<file path="src/rtl/ifetch_pkg.sv">
// Shared types and constants for the LEGv8 instruction fetch stage.
package ifetch_pkg;

  localparam int unsigned INSTR_W    = 32;
  localparam int unsigned OPCODE_MSB = 31;
  localparam int unsigned OPCODE_LSB = 21;
  localparam int unsigned OPCODE_W   = OPCODE_MSB - OPCODE_LSB + 1;
  localparam int unsigned PC_STEP    = 4;

  // Fetch sequencer states; ERROR is only reachable with IFETCH_ALIGN_CHECK_EN.
  typedef enum logic [1:0] {
    FETCH   = 2'd0,
    WAIT    = 2'd1,
    BLOCKED = 2'd2,
    ERROR   = 2'd3
  } ifetch_state_e;

endpackage

</file>
<file path="src/rtl/fetch_skid_buffer.sv">
// One-entry {instr, pc} holding register for a response that arrives while
// decode is stalled on the output register.
//   load_i   : capture instr_i/pc_i and mark full
//   unload_i : entry has moved to the output register, mark empty
//   flush_i  : redirect squash, mark empty (wins over load/unload)
//   full_o, instr_o, pc_o : held entry
module fetch_skid_buffer
  import ifetch_pkg::*;
#(
  parameter int unsigned PC_WIDTH = 64
) (
  input  logic                clk,
  input  logic                rst_n,
  input  logic                load_i,
  input  logic                unload_i,
  input  logic                flush_i,
  input  logic [INSTR_W-1:0]  instr_i,
  input  logic [PC_WIDTH-1:0] pc_i,
  output logic                full_o,
  output logic [INSTR_W-1:0]  instr_o,
  output logic [PC_WIDTH-1:0] pc_o
);

  logic                full_q, full_d;
  logic [INSTR_W-1:0]  instr_q, instr_d;
  logic [PC_WIDTH-1:0] pc_q, pc_d;

  // Next entry: flush > load > unload.
  always_comb begin
    full_d  = full_q;
    instr_d = instr_q;
    pc_d    = pc_q;
    if (flush_i) begin
      full_d = 1'b0;
    end else if (load_i) begin
      full_d  = 1'b1;
      instr_d = instr_i;
      pc_d    = pc_i;
    end else if (unload_i) begin
      full_d = 1'b0;
    end
  end

  always_ff @(posedge clk or negedge rst_n) begin
    if (!rst_n) begin
      full_q  <= 1'b0;
      instr_q <= '0;
      pc_q    <= '0;
    end else begin
      full_q  <= full_d;
      instr_q <= instr_d;
      pc_q    <= pc_d;
    end
  end

  assign full_o  = full_q;
  assign instr_o = instr_q;
  assign pc_o    = pc_q;

endmodule

</file>
<file path="src/rtl/instruction_fetch.sv">
// LEGv8 fetch stage: owns the PC, issues one-outstanding word fetches, and
// presents {instr, instr_pc, opcode} to decode. Branch redirects squash the
// output, the skid entry and any in-flight response.
// Ports:
//   clk, rst_n                      : clock, async active-low reset
//   imem_req/imem_addr/imem_ready   : fetch request handshake (addr = PC)
//   imem_rvalid/imem_rdata          : fetch response
//   stall                           : decode cannot consume this cycle
//   isZeroBranch/isUnconBranch/aluZero/br_target : branch resolution
//   instr_valid/instr/instr_pc/opcode : instruction to decode
//   misalign_err                    : sticky misaligned redirect flag
// Build option: define IFETCH_ALIGN_CHECK_EN to trap misaligned redirect
// targets into ERROR; otherwise target bits [1:0] are forced to zero.
module instruction_fetch
  import ifetch_pkg::*;
#(
  parameter int unsigned         PC_WIDTH = 64,
  parameter logic [PC_WIDTH-1:0] RESET_PC = '0
) (
  input  logic                 clk,
  input  logic                 rst_n,
  output logic                 imem_req,
  output logic [PC_WIDTH-1:0]  imem_addr,
  input  logic                 imem_ready,
  input  logic                 imem_rvalid,
  input  logic [INSTR_W-1:0]   imem_rdata,
  input  logic                 stall,
  input  logic                 isZeroBranch,
  input  logic                 isUnconBranch,
  input  logic                 aluZero,
  input  logic [PC_WIDTH-1:0]  br_target,
  output logic                 instr_valid,
  output logic [INSTR_W-1:0]   instr,
  output logic [PC_WIDTH-1:0]  instr_pc,
  output logic [OPCODE_W-1:0]  opcode,
  output logic                 misalign_err
);

  ifetch_state_e       state_q, state_d;
  logic [PC_WIDTH-1:0] pc_q, pc_d;
  logic [PC_WIDTH-1:0] pc_issued_q, pc_issued_d;
  logic                drop_q, drop_d;
  logic                req_q, req_d;
  logic                valid_q, valid_d;
  logic [INSTR_W-1:0]  instr_q, instr_d;
  logic [PC_WIDTH-1:0] ipc_q, ipc_d;

  logic                skid_load, skid_unload, skid_flush, skid_full;
  logic [INSTR_W-1:0]  skid_instr;
  logic [PC_WIDTH-1:0] skid_pc;

  logic                take_c, xfer_c, consume_c, outstanding_c;
  logic [PC_WIDTH-1:0] target_c;

  assign take_c    = isUnconBranch | (isZeroBranch & aluZero);
  assign xfer_c    = req_q & imem_ready;
  assign consume_c = valid_q & ~stall;
  // A request is still in flight after this edge if one transfers now, or
  // the pending one has not answered yet.
  assign outstanding_c = xfer_c | ((state_q == WAIT) & ~imem_rvalid);

`ifdef IFETCH_ALIGN_CHECK_EN
  logic misalign_c;
  logic err_q, err_d;
  assign target_c     = br_target;
  assign misalign_c   = |br_target[1:0];
  assign misalign_err = err_q;
`else
  assign target_c     = br_target & ~PC_WIDTH'(2'b11);
  assign misalign_err = 1'b0;
`endif

  fetch_skid_buffer #(.PC_WIDTH(PC_WIDTH)) u_skid (
    .clk      (clk),
    .rst_n    (rst_n),
    .load_i   (skid_load),
    .unload_i (skid_unload),
    .flush_i  (skid_flush),
    .instr_i  (imem_rdata),
    .pc_i     (pc_issued_q),
    .full_o   (skid_full),
    .instr_o  (skid_instr),
    .pc_o     (skid_pc)
  );

  // Next-state, PC and output register control; redirect overrides last.
  always_comb begin
    state_d     = state_q;
    pc_d        = pc_q;
    pc_issued_d = pc_issued_q;
    drop_d      = drop_q;
    valid_d     = valid_q & ~consume_c;
    instr_d     = instr_q;
    ipc_d       = ipc_q;
    skid_load   = 1'b0;
    skid_unload = 1'b0;
    skid_flush  = 1'b0;
`ifdef IFETCH_ALIGN_CHECK_EN
    err_d       = err_q;
`endif

    case (state_q)
      FETCH: begin
        if (xfer_c) begin
          pc_issued_d = pc_q;
          pc_d        = pc_q + PC_WIDTH'(PC_STEP);
          state_d     = WAIT;
        end
      end
      WAIT: begin
        if (imem_rvalid) begin
          if (drop_q) begin
            drop_d  = 1'b0;
            state_d = FETCH;
          end else if (!valid_q || !stall) begin
            valid_d = 1'b1;
            instr_d = imem_rdata;
            ipc_d   = pc_issued_q;
            state_d = FETCH;
          end else begin
            skid_load = 1'b1;
            state_d   = BLOCKED;
          end
        end
      end
      BLOCKED: begin
        if (consume_c && skid_full) begin
          valid_d     = 1'b1;
          instr_d     = skid_instr;
          ipc_d       = skid_pc;
          skid_unload = 1'b1;
          state_d     = FETCH;
        end
      end
      ERROR: begin
      end
    endcase

    if (take_c && (state_q != ERROR)) begin
      valid_d     = 1'b0;
      instr_d     = instr_q;
      ipc_d       = ipc_q;
      skid_flush  = 1'b1;
      skid_load   = 1'b0;
      skid_unload = 1'b0;
`ifdef IFETCH_ALIGN_CHECK_EN
      if (misalign_c) begin
        err_d   = 1'b1;
        drop_d  = 1'b0;
        state_d = ERROR;
      end else begin
`endif
        pc_d    = target_c;
        drop_d  = outstanding_c;
        state_d = outstanding_c ? WAIT : FETCH;
`ifdef IFETCH_ALIGN_CHECK_EN
      end
`endif
    end

    req_d = (state_d == FETCH);
  end

  // State register.
  always_ff @(posedge clk or negedge rst_n) begin
    if (!rst_n) state_q <= FETCH;
    else        state_q <= state_d;
  end

  // PC, request and output registers; req_q stays low through reset.
  always_ff @(posedge clk or negedge rst_n) begin
    if (!rst_n) begin
      pc_q        <= RESET_PC;
      pc_issued_q <= '0;
      drop_q      <= 1'b0;
      req_q       <= 1'b0;
      valid_q     <= 1'b0;
      instr_q     <= '0;
      ipc_q       <= '0;
    end else begin
      pc_q        <= pc_d;
      pc_issued_q <= pc_issued_d;
      drop_q      <= drop_d;
      req_q       <= req_d;
      valid_q     <= valid_d;
      instr_q     <= instr_d;
      ipc_q       <= ipc_d;
    end
  end

`ifdef IFETCH_ALIGN_CHECK_EN
  // Sticky misalignment flag, cleared only by reset.
  always_ff @(posedge clk or negedge rst_n) begin
    if (!rst_n) err_q <= 1'b0;
    else        err_q <= err_d;
  end
`endif

  assign imem_req    = req_q;
  assign imem_addr   = pc_q;
  assign instr_valid = valid_q;
  assign instr       = instr_q;
  assign instr_pc    = ipc_q;
  assign opcode      = instr_q[OPCODE_MSB:OPCODE_LSB];

endmodule
</file>
<file path="config.mk">
export PLATFORM = sky130hd
export DESIGN_NAME = instruction_fetch
export DESIGN_NICKNAME = d
export VERILOG_FILES = /design/src/rtl/ifetch_pkg.sv /design/src/rtl/fetch_skid_buffer.sv /design/src/rtl/instruction_fetch.sv
export SDC_FILE = /design/constraint.sdc
export NUM_CORES = 1
export LEC_CHECK = 0
export CORE_AREA = 5 5 174 176
export CTS_BUF_LIST = sky130_fd_sc_hd__clkbuf_8
export DETAILED_ROUTE_END_ITERATION = 6
export DIE_AREA = 0 0 179 181
export GPL_TIMING_DRIVEN = 0
export PLACE_DENSITY = 0.78
export SLEW_MARGIN = 20
export SYNTH_ARGS = -nofsm -noshare
export SYNTH_HDL_FRONTEND = slang
export SYNTH_SLANG_ARGS = --single-unit
</file>
<file path="constraint.sdc">
create_clock -name clk -period 3.1 [get_ports clk]
set_clock_uncertainty 0.15 [all_clocks]
set_input_delay 0.31 -clock clk [delete_from_list [all_inputs] [get_ports clk]]
set_output_delay 0.31 -clock clk [all_outputs]
set_load 0.03 [all_outputs]
</file>
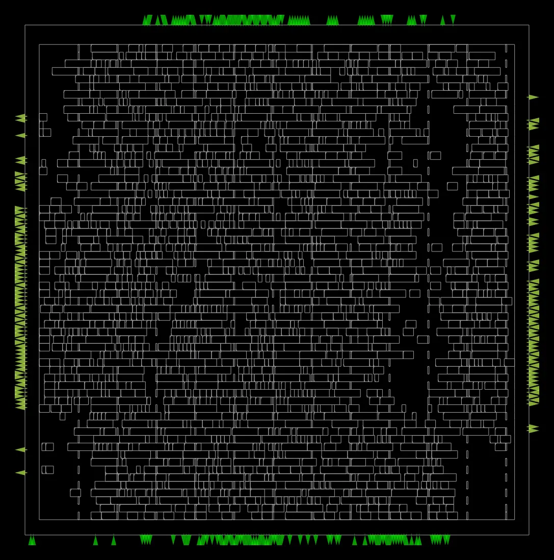
Figure 1: cell placement.
flop share of the area: 0.424
flip-flops: 318
FP Rows: 62

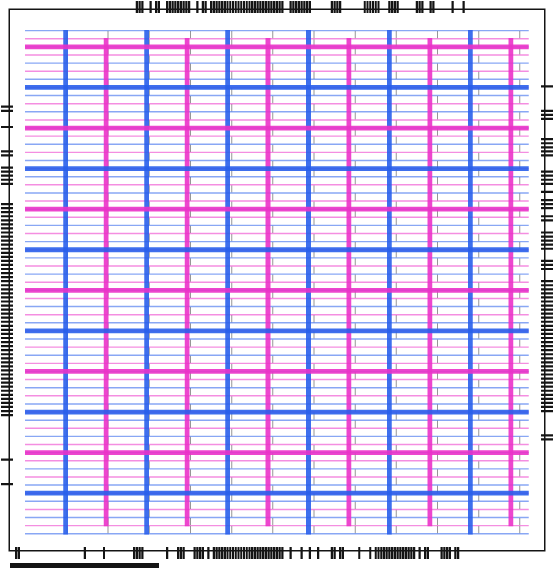
Figure 2: power grid.
The bar under the picture is 50 um long. Pins as bars on the die edge. Tap cells in grey.
- magenta: VDD
- blue: VSS
- rows: 62
- signal pins: 278
- met5 straps: 12
- tap cells: 384
- met1 rails: 63
Die Y: 181 um
Core Area: 28500 sq um
Worst VDD drop: 0.386 mV
Die Wd: 179 um

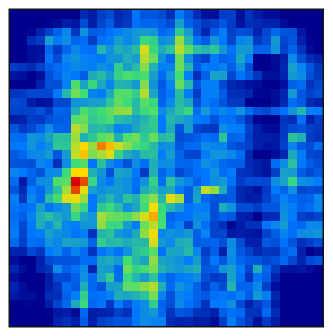
Figure 3: wiring heat map.
The die is cut into 36 by 36 equal tiles; dark blue is low, red is high, scaled to the fullest tile. Values are wire area over tile area, all layers added.
- fullest tile: 0.89
- nearly empty tiles: 8.8%
- tiles over half the peak: 7.8%
GRT Util Overall: 0.255
via count: 11900

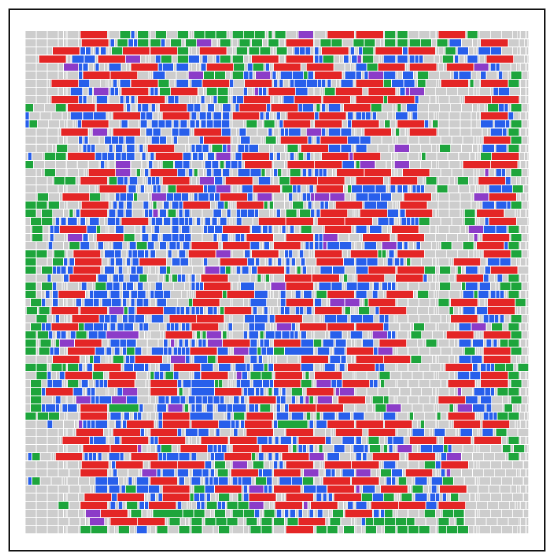
Figure 4: placed cells, one colour a class.
Fill, decap, tap and diode cells in grey.
- red: registers (cells 318)
- green: remaining buffers and delay cells (cells 379)
- purple: clock drivers and dummy loads (cells 85)
- blue: remaining logic cells (cells 982)
final core occ: 0.659
post-route cell area: 18800 sq um

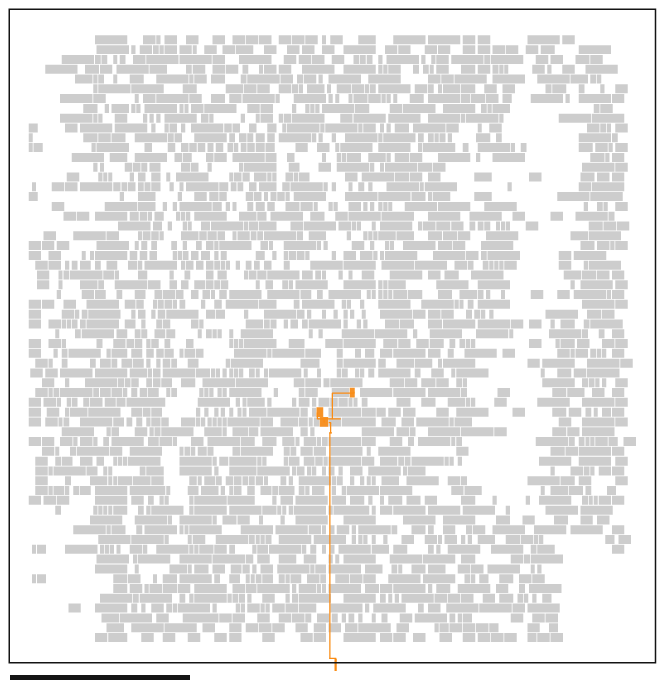
Figure 5: wires at chosen ports, followed through buffers.
The bar under the picture is 50 um long.
- orange: imem_rvalid (bits 1; direction input; edge south; end cells 3; buffers 1; wire 91.1 um)
port bufs: 270
I/O pin total: 278

==> results.yml <==
# flow metrics
outcome:
  status: "finished clean"
synthesis:
  ys_types: 49
  mux_share: 0.140
  ys_area_sq_um: 14300
  ys_warn_count: 0
  top_logic_kind: "simple AND/OR/NAND/NOR gates"
  syn_area_per_cell_sq_um: 10.3
  ys_sh_adder: 0.00436
  ys_cells: 1393
  syn_area_sq_um: 14300
worst_setup_path:
  crit_path_cell_trace: "nand4_2 -> nor4_1 -> nand4_1 -> or3_1 -> a31oi_1"
  critPathKind: "reg2reg"
  reg2reg_from: "imem_addr[21]"
  crit_family: "simple AND/OR/NAND/NOR gates"
  crit_start: "imem_addr[21]"
  crit_path_end: "imem_addr[51]"
  arrival_ps: 3360
  reg2reg_slack_ps: 80
global_routing:
  antenna_found_initial: 3
  first_global_vias: 12200
  overflow: 0
route:
  ant_nets: 0
  drt_wl_total_um: 41500
worst_hold_path:
  min_to: "imem_addr[13]"
  hp-start: "br_target[13]"
cts:
  cts-root-buf: "clkbuf_8"
  cts_tree: "yes"
cells_and_area:
  stdcell_count: 2150
power_and_ir_drop:
  p_leak_nw: 8.27
  powerDensity_nw_per_um2: 791
final_timing:
  final.setup.worst_slack_ps: 80.4
  holdWs_ps: 137
place:
  gp_congestion: 0.877
==> repair_timing <==
action	4_1_cts	5_1_grt
hold buffers	1	0
setup buffers	5	4
pin swaps	2	3
hold endpoints to repair	71	0
gates resized	11	6
endpoints found under the setup margin	121	73
==> power by group <==
group / internal, W / total, W / switching, W
logic: 0.00211 / 0.00515 / 0.00304
registers: 0.00528 / 0.00618 / 0.000906
clock network: 0.00191 / 0.00352 / 0.00160
total: 0.00930 / 0.0149 / 0.00555
==> sequential cells by signal (all words and copies together) (netlist names) <==
register,cells
u_skid.full_o,1
imem_addr,62
imem_req,1
instr,32
u_skid.instr_o,32
instr_pc,62
pc_issued_q,62
instr_valid,1
u_skid.pc_o,62
drop_q,1
state_q,2
==> final cells by class <==
class                           count  area [sq um]  area share
Sequential cell                   318          7960       0.424
Multi-Input combinational cell    972          6000       0.320
Timing Repair Buffer              283          2870       0.153
Clock buffer                       64           881      0.0469
Tap cell                          384           480      0.0256
Buffer                             96           434      0.0231
Clock inverter                     21           108     0.00573
Inverter                           10          37.5     0.00200
Antenna cell                        2          5.00    0.000267
==> cell usage after synthesis (all sizes together), types with 2 or more instances <==
cell type / number
nor4: 16
or4: 17
o31ai: 12
and3: 10
o21ai: 154
nor3: 7
or2: 3
inv: 10
xnor2: 20
or3: 17
mux2: 94
nand2: 338
nand4: 28
buf: 30
and2: 11
xor2: 15
and4: 6
a31oi: 25
dfrtp: 318
mux2i: 95
o31a: 2
ha: 5
a21oi: 4
clkbuf: 67
nor2: 43
nand3: 33
==> metal layers <==
| layer | wire, um | GRT usage | vias up |
|---|---|---|---|
| li1 | - | - | 5502 |
| met1 | 16900 | 0.333 | 5718 |
| met2 | 19500 | 0.404 | 511 |
| met3 | 3020 | 0.0525 | 131 |
| met4 | 2180 | 0.125 | 2 |
| met5 | 7 | 0 | - |
Power figures rest on the tool's default switching activity, not on a simulated workload.
